==> config.mk <==
export PLATFORM = sky130hd
export DESIGN_NAME = jam_referee
export DESIGN_NICKNAME = d
export VERILOG_FILES = /design/src/rtl/jam_pkg.sv /design/src/rtl/jam_move_check.sv /design/src/rtl/jam_referee.sv
export SDC_FILE = /design/constraint.sdc
export NUM_CORES = 1
export LEC_CHECK = 0
export CAP_MARGIN = 20
export CORE_UTILIZATION = 34
export DETAILED_ROUTE_END_ITERATION = 10
export GPL_TIMING_DRIVEN = 0
export SLEW_MARGIN = 10
export SYNTH_ARGS = -nofsm -noshare
export SYNTH_HDL_FRONTEND = slang
export SYNTH_SLANG_ARGS = --single-unit
==> constraint.sdc <==
create_clock -name clock -period 6.7 [get_ports clock]
set_input_delay 1.005 -clock clock [delete_from_list [all_inputs] [get_ports clock]]
set_output_delay 1.005 -clock clock [all_outputs]
set_load 0.03 [all_outputs]
==> src/rtl/jam_pkg.sv <==
// jam_pkg: shared types for the traffic-jam referee.
//   cell_t  : slot contents, 2-bit encoding EMPTY=0, LEFT=1, RIGHT=2
//   state_t : referee FSM states
//   team_t  : requesting team
package jam_pkg;

    typedef enum logic [1:0] {
        EMPTY = 2'd0,
        LEFT  = 2'd1,
        RIGHT = 2'd2
    } cell_t;

    typedef enum logic [1:0] {
        PLAY  = 2'd0,
        ACK   = 2'd1,
        DONE  = 2'd2,
        STUCK = 2'd3
    } state_t;

    typedef enum logic {
        RIGHT_T = 1'b0,
        LEFT_T  = 1'b1
    } team_t;

    // Colour a team places on the board.
    function automatic cell_t team_cell(input team_t t);
        return (t == LEFT_T) ? LEFT : RIGHT;
    endfunction

endpackage

==> src/rtl/jam_move_check.sv <==
// jam_move_check: combinational legality test for one (team, pos) move.
//   board : packed board, slot i at [2i+1:2i]
//   team  : team attempting the move
//   pos   : slot of the piece to move
//   empty : index of the empty slot
//   legal : move obeys the puzzle rules
module jam_move_check
    import jam_pkg::*;
#(
    parameter int unsigned N         = 3,
    parameter int unsigned BACKSLIDE = 0,
    localparam int unsigned S        = 2 * N + 1,
    localparam int unsigned SW       = $clog2(S)
) (
    input  logic [2*S-1:0] board,
    input  team_t          team,
    input  logic [SW-1:0]  pos,
    input  logic [SW-1:0]  empty,
    output logic           legal
);

    // One extra bit so pos-1/pos-2 underflow and pos+1/pos+2 overflow never equal empty.
    localparam int unsigned XW = SW + 1;

    // Out-of-range indices read as EMPTY.
    function automatic cell_t cell_at(input logic [2*S-1:0] b, input logic [XW-1:0] idx);
        cell_t c;
        c = EMPTY;
        for (int unsigned i = 0; i < S; i++) begin
            if (idx == XW'(i)) c = cell_t'(b[2*i +: 2]);
        end
        return c;
    endfunction

    logic [XW-1:0] w_p;
    logic [XW-1:0] w_e;
    logic          w_own;
    logic          w_fwd;
    logic          w_back;
    logic          w_jump;

    always_comb begin
        w_p    = {1'b0, pos};
        w_e    = {1'b0, empty};
        w_own  = (w_p < XW'(S)) && (cell_at(board, w_p) == team_cell(team));
        w_fwd  = (team == RIGHT_T) ? (w_e == w_p + XW'(1)) : (w_e == w_p - XW'(1));
        w_back = (BACKSLIDE != 0) && ((w_e == w_p + XW'(1)) || (w_e == w_p - XW'(1)));
        if (team == RIGHT_T) begin
            w_jump = (w_e == w_p + XW'(2)) && (cell_at(board, w_p + XW'(1)) == LEFT);
        end else begin
            w_jump = (w_e == w_p - XW'(2)) && (cell_at(board, w_p - XW'(1)) == RIGHT);
        end
        legal = w_own && (w_fwd || w_back || w_jump);
    end

endmodule

==> src/rtl/jam_referee.sv <==
// jam_referee: arbitrates right/left move requests on the traffic-jam board,
// applies legal moves, counts them and flags solved or dead-end positions.
//   clock, reset       : rising-edge clock, synchronous active-high reset
//   r_req/r_pos        : right team request and piece slot
//   l_req/l_pos        : left team request and piece slot
//   r_gnt, l_gnt, rej  : one-cycle result pulses for the served request
//   board, empty_pos   : current board and empty slot index
//   moves              : saturating accepted-move count
//   done, stuck        : solved / no-legal-move flags
module jam_referee
    import jam_pkg::*;
#(
    parameter int unsigned N         = 3,
    parameter int unsigned CW        = 8,
    parameter int unsigned BACKSLIDE = 0,
    localparam int unsigned S        = 2 * N + 1,
    localparam int unsigned SW       = $clog2(S)
) (
    input  logic           clock,
    input  logic           reset,
    input  logic           r_req,
    input  logic [SW-1:0]  r_pos,
    input  logic           l_req,
    input  logic [SW-1:0]  l_pos,
    output logic           r_gnt,
    output logic           l_gnt,
    output logic           rej,
    output logic [2*S-1:0] board,
    output logic [SW-1:0]  empty_pos,
    output logic [CW-1:0]  moves,
    output logic           done,
    output logic           stuck
);

    // Starting arrangement: RIGHT pieces low, EMPTY centre, LEFT pieces high.
    function automatic logic [2*S-1:0] init_board();
        logic [2*S-1:0] b;
        b = '0;
        for (int unsigned i = 0; i < S; i++) begin
            if (i < N)      b[2*i +: 2] = RIGHT;
            else if (i > N) b[2*i +: 2] = LEFT;
        end
        return b;
    endfunction

    // Solved arrangement: the two teams swapped.
    function automatic logic [2*S-1:0] goal_board();
        logic [2*S-1:0] b;
        b = '0;
        for (int unsigned i = 0; i < S; i++) begin
            if (i < N)      b[2*i +: 2] = LEFT;
            else if (i > N) b[2*i +: 2] = RIGHT;
        end
        return b;
    endfunction

    localparam logic [2*S-1:0] INIT_BOARD = init_board();
    localparam logic [2*S-1:0] GOAL_BOARD = goal_board();

    state_t         r_state, w_state_nxt;
    team_t          r_ptr, w_ptr_nxt;
    logic [2*S-1:0] r_board, w_board_nxt;
    logic [SW-1:0]  r_empty, w_empty_nxt;
    logic [CW-1:0]  r_moves, w_moves_nxt;
    logic           r_rgnt, w_rgnt_nxt;
    logic           r_lgnt, w_lgnt_nxt;
    logic           r_rej, w_rej_nxt;
    logic           r_done, w_done_nxt;
    logic           r_stuck, w_stuck_nxt;

    logic           w_serve;
    team_t          w_team;
    logic [SW-1:0]  w_pos;
    logic           w_legal;
    logic [S-1:0]   w_scan;

    // Arbitration: a lone requester wins; on contention the pointer decides.
    assign w_serve = (r_state == PLAY) && (r_req || l_req);
    assign w_team  = (r_req && l_req) ? r_ptr : (r_req ? RIGHT_T : LEFT_T);
    assign w_pos   = (w_team == RIGHT_T) ? r_pos : l_pos;

    jam_move_check #(.N(N), .BACKSLIDE(BACKSLIDE)) u_served (
        .board (r_board),
        .team  (w_team),
        .pos   (w_pos),
        .empty (r_empty),
        .legal (w_legal)
    );

    // Stuck scan runs on the next board so done/stuck line up with the grant pulse.
    for (genvar g = 0; g < S; g++) begin : g_scan
        cell_t w_cell;
        team_t w_owner;
        logic  w_ok;
        assign w_cell  = cell_t'(w_board_nxt[2*g +: 2]);
        assign w_owner = (w_cell == LEFT) ? LEFT_T : RIGHT_T;
        jam_move_check #(.N(N), .BACKSLIDE(BACKSLIDE)) u_scan (
            .board (w_board_nxt),
            .team  (w_owner),
            .pos   (SW'(g)),
            .empty (w_empty_nxt),
            .legal (w_ok)
        );
        assign w_scan[g] = w_ok && (w_cell != EMPTY);
    end

    assign w_done_nxt  = (w_board_nxt == GOAL_BOARD);
    assign w_stuck_nxt = !w_done_nxt && !(|w_scan);

    // State and output registers.
    always_ff @(posedge clock) begin
        if (reset) begin
            r_state <= PLAY;
            r_ptr   <= RIGHT_T;
            r_board <= INIT_BOARD;
            r_empty <= SW'(N);
            r_moves <= '0;
            r_rgnt  <= 1'b0;
            r_lgnt  <= 1'b0;
            r_rej   <= 1'b0;
            r_done  <= 1'b0;
            r_stuck <= 1'b0;
        end else begin
            r_state <= w_state_nxt;
            r_ptr   <= w_ptr_nxt;
            r_board <= w_board_nxt;
            r_empty <= w_empty_nxt;
            r_moves <= w_moves_nxt;
            r_rgnt  <= w_rgnt_nxt;
            r_lgnt  <= w_lgnt_nxt;
            r_rej   <= w_rej_nxt;
            r_done  <= w_done_nxt;
            r_stuck <= w_stuck_nxt;
        end
    end

    // Next-state and move application.
    always_comb begin
        w_state_nxt = r_state;
        w_ptr_nxt   = r_ptr;
        w_board_nxt = r_board;
        w_empty_nxt = r_empty;
        w_moves_nxt = r_moves;
        w_rgnt_nxt  = 1'b0;
        w_lgnt_nxt  = 1'b0;
        w_rej_nxt   = 1'b0;

        case (r_state)
            PLAY: begin
                if (w_serve) begin
                    w_state_nxt = ACK;
                    w_ptr_nxt   = (w_team == RIGHT_T) ? LEFT_T : RIGHT_T;
                    if (w_legal) begin
                        for (int unsigned i = 0; i < S; i++) begin
                            if (r_empty == SW'(i)) w_board_nxt[2*i +: 2] = team_cell(w_team);
                            if (w_pos == SW'(i))   w_board_nxt[2*i +: 2] = EMPTY;
                        end
                        w_empty_nxt = w_pos;
                        if (r_moves != {CW{1'b1}}) w_moves_nxt = r_moves + CW'(1);
                        w_rgnt_nxt  = (w_team == RIGHT_T);
                        w_lgnt_nxt  = (w_team == LEFT_T);
                    end else begin
                        w_rej_nxt   = 1'b1;
                    end
                end
            end
            ACK: begin
                if (r_done)       w_state_nxt = DONE;
                else if (r_stuck) w_state_nxt = STUCK;
                else              w_state_nxt = PLAY;
            end
            DONE, STUCK: begin
                w_state_nxt = r_state;
            end
            default: w_state_nxt = PLAY;
        endcase
    end

    assign r_gnt     = r_rgnt;
    assign l_gnt     = r_lgnt;
    assign rej       = r_rej;
    assign board     = r_board;
    assign empty_pos = r_empty;
    assign moves     = r_moves;
    assign done      = r_done;
    assign stuck     = r_stuck;

endmodule

**Routing congestion map**

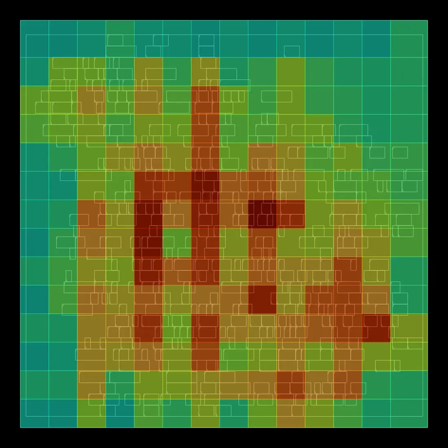
Avg WL per Cell: 17.79 um
utilization of the core after routing: 43.08%

**Clock network drawn from the DEF**

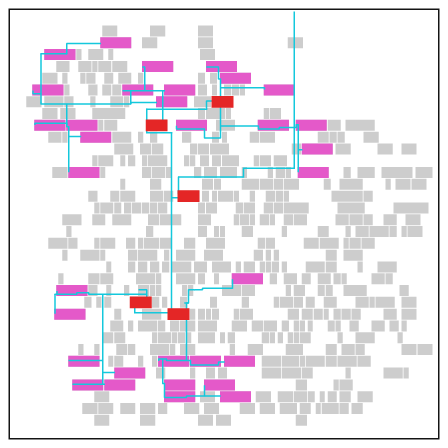
clock-net drivers: marked red, count 5. clock wires: marked cyan, length 488 um. flip-flops: marked magenta, count 33.
There are 6 routed clock nets.

**Placement by cell class**

The bar under the picture is 20 um long.
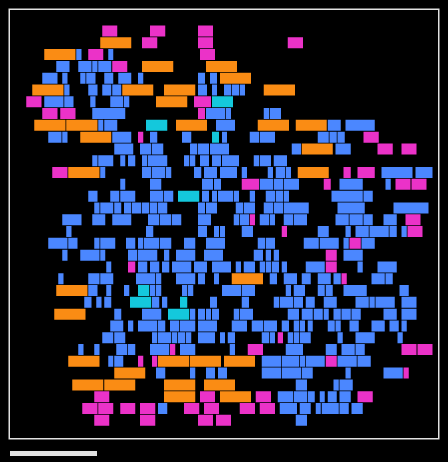
remaining buffers and delay cells: marked magenta, cells 59. clock drivers and dummy loads: marked cyan, cells 8. remaining logic cells: marked blue, cells 345. registers: marked orange, cells 33.

-- per-stage QoR --
step / utilization [%] / setup TNS (ns) / hold WS, ns / std cells
2_1_floorplan: - / 0 / 0.4359 / 395
3_3_place_gp: 41.65 / -0.1549 / 0.4484 / 542
3_5_place_dp: 41.65 / -0.1808 / 0.4560 / 542
4_1_cts: 42.63 / 0 / 0.4661 / 550
5_1_grt: 43.08 / 0 / 0.5063 / 553
6_report: 43.08 / 0 / 0.4660 / 553
-- registers in the layout, indices dropped and copies added, names as in the netlist --
| register | cells |
|---|---|
| board | 14 |
| moves | 8 |
| empty_pos | 3 |
| r_state | 2 |
| done | 1 |
| l_gnt | 1 |
| r_gnt | 1 |
| r_ptr | 1 |
| rej | 1 |
| stuck | 1 |
-- synth_stat cells (4+ instances only) --
cell type	instances	share of area [%]
sky130_fd_sc_hd__nand2_1	39	4.6
sky130_fd_sc_hd__nor2_1	35	4.1
sky130_fd_sc_hd__dfxtp_1	33	21
sky130_fd_sc_hd__ha_1	33	13
sky130_fd_sc_hd__inv_1	25	3.0
sky130_fd_sc_hd__a21oi_1	15	2.4
sky130_fd_sc_hd__o21ai_0	15	2.4
sky130_fd_sc_hd__clkbuf_1	12	1.4
sky130_fd_sc_hd__mux2i_1	11	3.5
sky130_fd_sc_hd__nor2b_1	11	2.2
sky130_fd_sc_hd__and3_1	10	2.0
sky130_fd_sc_hd__xor2_1	8	2.2
sky130_fd_sc_hd__nand2b_1	7	1.4
sky130_fd_sc_hd__nand3_1	7	1.1
sky130_fd_sc_hd__nand3b_1	7	1.7
sky130_fd_sc_hd__nand4_1	7	1.4
sky130_fd_sc_hd__xnor2_1	7	1.9
sky130_fd_sc_hd__a22oi_1	6	1.4
sky130_fd_sc_hd__o211ai_1	6	1.4
sky130_fd_sc_hd__or2_1	6	1.2
sky130_fd_sc_hd__a22o_1	5	1.4
sky130_fd_sc_hd__a31oi_1	5	0.98
sky130_fd_sc_hd__and2_1	5	0.98
sky130_fd_sc_hd__nor3_1	5	0.79
sky130_fd_sc_hd__o21ai_1	5	0.79
sky130_fd_sc_hd__o31ai_1	5	1.2
sky130_fd_sc_hd__a32oi_1	4	1.1
-- cell type report --
type	count	area share (%)
repair buffers	43	10.98
inverters	27	2.810
clock buffers	5	1.797
plain buffers	16	2.287
well taps	108	3.528
flip-flops and latches	33	17.25
multi-input cells	318	60.90
clock inverters	3	0.4574
-- cells by family after synthesis --
family | after synthesis
AND/OR/NAND/NOR | 157
AND-OR/OR-AND | 96
buffers and inverters | 44
adder cells (fa/ha/maj) | 33
flip-flops | 33
multiplexers | 17
XOR/XNOR | 15
-- what timing repair did --
item                       in CTS  in global routing
setup endpoints to repair       0                  1
gates resized                   0                  7
buffers inserted                0                  4
-- report_power, final --
part	leakage [uW]	internal [uW]	total (uW)	switching, uW
Combinational	0.00126	90.0	223	134
Clock	0.0000439	71.7	149	77.7
Sequential	0.000267	202	208	6.77
-- metal layers --
layer	part of all wire, %	up-vias
li1	-	1521
met5	0	-
met2	47	128
met3	7.3	21
met4	2.3	0
met1	44	1461
==> results_dict.tcl <==
# yosys + openroad results
set metrics [dict create \
    syn-cell-area_um2 3178 \
    worst_path_cell_trace "clkdlybuf4s50_1 -> a21bo_2 -> mux2_4 -> clkbuf_2 -> inv_1 -> ha_1 -> nand3b_1 -> a221oi_1 -> nor4b_1 -> nor4_2 -> o211a_1 -> nand3_2 -> nor2_1 -> mux2i_1 -> o21ai_1 -> inv_1 -> ha_1 -> nor2b_1 -> nand2b_1 -> o32a_1 -> o22ai_1 -> nor4_2" \
    critical-path-max-stage-delay_ns 0.60 \
    routed_wl_mm 9.836 \
    syn-instance-count 395 \
    synth.net_count 438 \
    floorplan.core_util_pct 35.74 \
    drc 0 \
    clk_latency_ns 0.29 \
    clock_buffers_created_by_tritoncts 5 \
    synth-area-yosys_um2 3178 \
    critical-path-slowest-cell "sky130_fd_sc_hd__clkdlybuf4s50_1" \
    mi_logic_area_um2 2332 \
    ys.warnings.count 0 \
    globalRouteTotalUtil_pct 20.52 \
    holdCritStartpoint "r_state[1]" \
    status "finished clean" \
    critical_path_depth 22 \
    dr_total_vias 3131 \
    crit_required_ns 6.88 \
    total_power_uw 581.3 \
    setup.worst_path.end "stuck" \
    grt_setup_unrepaired "no" \
    chipHeight_um 98.68 \
    leakage_uw 0.001573 \
    drtPass1Iterations 5 \
    asyncSetResetFlopFracSynth_pct 0 \
    crit_path_max_fanout 10 \
    timing.final.setup_violations 0 \
    setup_slack_reg_to_reg_ns 1.37 \
]
Power is estimated from default activity; no workload was simulated.
